==> config.mk <==
export PLATFORM = sky130hd
export DESIGN_NAME = multicycle_main_control_flat
export DESIGN_NICKNAME = d
export VERILOG_FILES = /design/src/rtl/multicycle_main_control_if.sv /design/src/rtl/multicycle_main_control.sv /design/src/flat_wrapper.sv
export SDC_FILE = /design/constraint.sdc
export NUM_CORES = 1
export LEC_CHECK = 0
export CAP_MARGIN = 20
export CORE_MARGIN = 4
export CORE_UTILIZATION = 38
export DETAILED_ROUTE_END_ITERATION = 16
export MAX_ROUTING_LAYER = met4
export PLACE_DENSITY = 0.76
export SYNTH_ARGS = -nofsm -noshare
export SYNTH_HDL_FRONTEND = slang
export SYNTH_SLANG_ARGS = --single-unit
==> constraint.sdc <==
create_clock -name clk -period 1.6 [get_ports clk]
set_clock_uncertainty 0.15 [all_clocks]
set_input_delay 0.16 -clock clk [delete_from_list [all_inputs] [get_ports clk]]
set_output_delay 0.16 -clock clk [all_outputs]
set_load 0.02 [all_outputs]
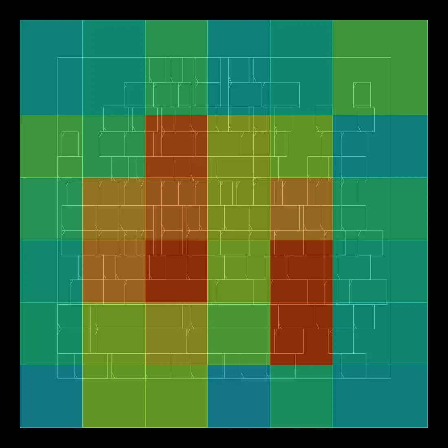
Fig. 1. Routing congestion.
met3 track demand over resource: 4.78%
met2 GRT Util: 28.8%
Tot GR Track Use: 17.4%
Final Core Density: 70.1%
M1 GR Usage: 19.6%

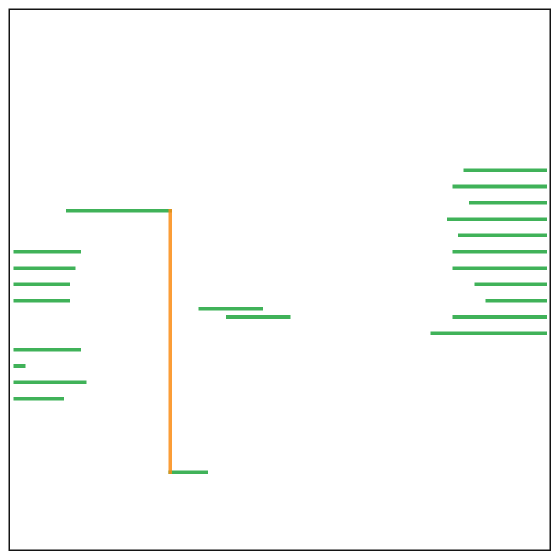
Fig. 2. Metal layers overlaid.
Scale: 12 px per um. Two of the layers only.
- M3: green (wire length 135 um)
- M4: orange (wire length 21.8 um)
Vias: 659
final wirelength: 1610 um

==> results.py <==
# Physical implementation metrics
metrics = {
    "floorplan": {
        "coreArea_sq_mm": 0.00130,
        "ios": 26,
        "die_area_sq_mm": 0.00202,
        "dieHeight_um": 45.0,
    },
    "drt": {
        "first_iter_violations": 8,
        "antenna_left": 0,
        "viasPerCell": 5.31,
        "drc": 0,
    },
    "cells_and_area": {
        "nets": 121,
        "area_delta_synth_final_pct": 75.7,
        "largest_reg_flops": 4,
        "antennaDiodeCount": 0,
        "fillCellCount": 124,
    },
    "synthesis": {
        "synthMuxAreaShare_pct": 1.93,
        "synthCells": 69,
        "postSynthSeqShare_pct": 19.3,
        "mappedNetlistNets": 79,
        "ys_warn_count": 0,
        "synth-seq-cells": 4,
        "yosysChipArea_sq_um": 519,
        "synthTopLogicFamily": "simple AND/OR/NAND/NOR gates",
    },
    "pwr": {
        "max-vdd-ir-drop_uv": 948,
    },
    "placement": {
        "place.gp.congestion": 0.762,
        "io_buffer_count": 25,
        "dp_hpwl_um": 1180,
    },
    "run": {
        "drv_cap": 0,
    },
    "final_timing": {
        "fmax_mhz": 638,
        "setup_violations": 0,
        "rsz0062_at_grt": "yes",
        "worst_pin_slew_ns": 0.261,
        "slew_headroom_pct": 82.5,
        "finalClockPeriodUsage_pct": 98.0,
    },
    "worst_setup_path": {
        "cp-start-kind": "register",
        "crit_arrival_ns": 1.54,
        "critical-path-top-delay-family": "flip-flops",
        "critPathBufInv": 2,
        "crit_path_end_kind": "register",
        "crit_fanout": 7,
        "cp_slowest_cell": "dfrtp_2",
        "path_depth": 6,
        "slowest_delay_ns": 0.43,
    },
    "global_routing": {
        "grt_pass1_wl_um": 2530,
        "grt_max_degree": 12,
        "grt.overflow.total": 0,
    },
    "clocking": {
        "cts_tree": "yes",
        "ctsRootBufferMaster": "clkbuf_4",
    },
    "run_status": {
        "run_status": "complete, no violations",
    },
    "min_path": {
        "min_path_cells": 3,
    },
}
metal layers:
| layer | wire length, um | track usage [%] |
|---|---|---|
| met1 | 644 | 19.6 |
| met2 | 809 | 28.8 |
| met3 | 134 | 4.78 |
| met4 | 21 | 7.02 |
| met5 | 0 | - |
power by group:
| part | internal [mW] | leakage, nW | switching, mW | total, mW |
|---|---|---|---|---|
| Combinational | 0.685 | 0.350 | 0.693 | 1.38 |
| Clock | 0.0842 | 0.0138 | 0.0465 | 0.131 |
| Sequential | 0.157 | 0.0457 | 0.0825 | 0.240 |
| Total | 0.927 | 0.410 | 0.822 | 1.75 |
cells in the mapped netlist:
| cell type | n | area (sq um) |
|---|---|---|
| nor2_2 | 1 | 6.26 |
| o22ai_1 | 2 | 12.5 |
| nand2b_2 | 1 | 8.76 |
| nor3_1 | 2 | 10.0 |
| nand2_2 | 1 | 6.26 |
| maj3_1 | 1 | 10.0 |
| a31oi_1 | 1 | 6.26 |
| xnor2_1 | 1 | 8.76 |
| nand4bb_4 | 1 | 27.5 |
| o221a_2 | 1 | 11.3 |
| o21a_1 | 2 | 15.0 |
| a21boi_0 | 2 | 15.0 |
| a21oi_1 | 4 | 20.0 |
| o311a_1 | 1 | 10.0 |
| a211o_1 | 2 | 17.5 |
| a2bb2oi_2 | 1 | 15.0 |
| dfrtp_1 | 4 | 100 |
| and2_1 | 2 | 12.5 |
| nand3_1 | 1 | 5.00 |
| buf_2 | 3 | 15.0 |
| o21ai_0 | 1 | 5.00 |
| nand4_1 | 1 | 6.26 |
| nor3_2 | 1 | 10.0 |
| nor2_1 | 11 | 41.3 |
| nand2b_1 | 3 | 18.8 |
| buf_4 | 3 | 22.5 |
| nor2b_1 | 3 | 18.8 |
| mux2i_1 | 1 | 10.0 |
| and3_1 | 1 | 6.26 |
| inv_1 | 2 | 7.51 |
| nand2_1 | 5 | 18.8 |
| or2b_2 | 1 | 8.76 |
| nor4_1 | 2 | 12.5 |
worst register-to-register path: cells and delay by family, from the launching register on:
| kind | cells | cell delay, ns |
|---|---|---|
| AND-OR/OR-AND | 2 | 0.41 |
| AND/OR/NAND/NOR | 2 | 0.19 |
| flip-flops | 1 | 0.43 |
| buffers and inverters | 2 | 0.27 |
metrics by stage:
| step | setup slack [ns] | hold WS [ns] | area (sq um) | std cells |
|---|---|---|---|---|
| after floorplan | 0.0664 | -0.286 | 519 | 69 |
| after global placement | -0.201 | 0.218 | 848 | 116 |
| after detailed placement | -0.218 | 0.222 | 848 | 116 |
| after CTS | -0.0216 | 0.448 | 873 | 122 |
| after global routing | -0.0522 | 0.455 | 912 | 124 |
| final | 0.0315 | 0.466 | 912 | 124 |
repair_timing:
item / CTS / global route
buffers inserted: 2 / 1
setup endpoints to repair: 16 / 16
pin swaps: 1 / 2
hold buffers: 1 / 0
gates resized: 74 / 23
cloned: 0 / 1
hold endpoints to repair: 4 / 0
layout make-up:
type                            count  share of cell area [%]
Multi-Input combinational cell     57                    45.0
Timing Repair Buffer               43                    38.1
Sequential cell                     4                    11.5
Clock buffer                        3                    2.47
Tap cell                           15                    2.06
Inverter                            2                   0.823
No activity file was given, so power comes from the tool's default toggle rates.
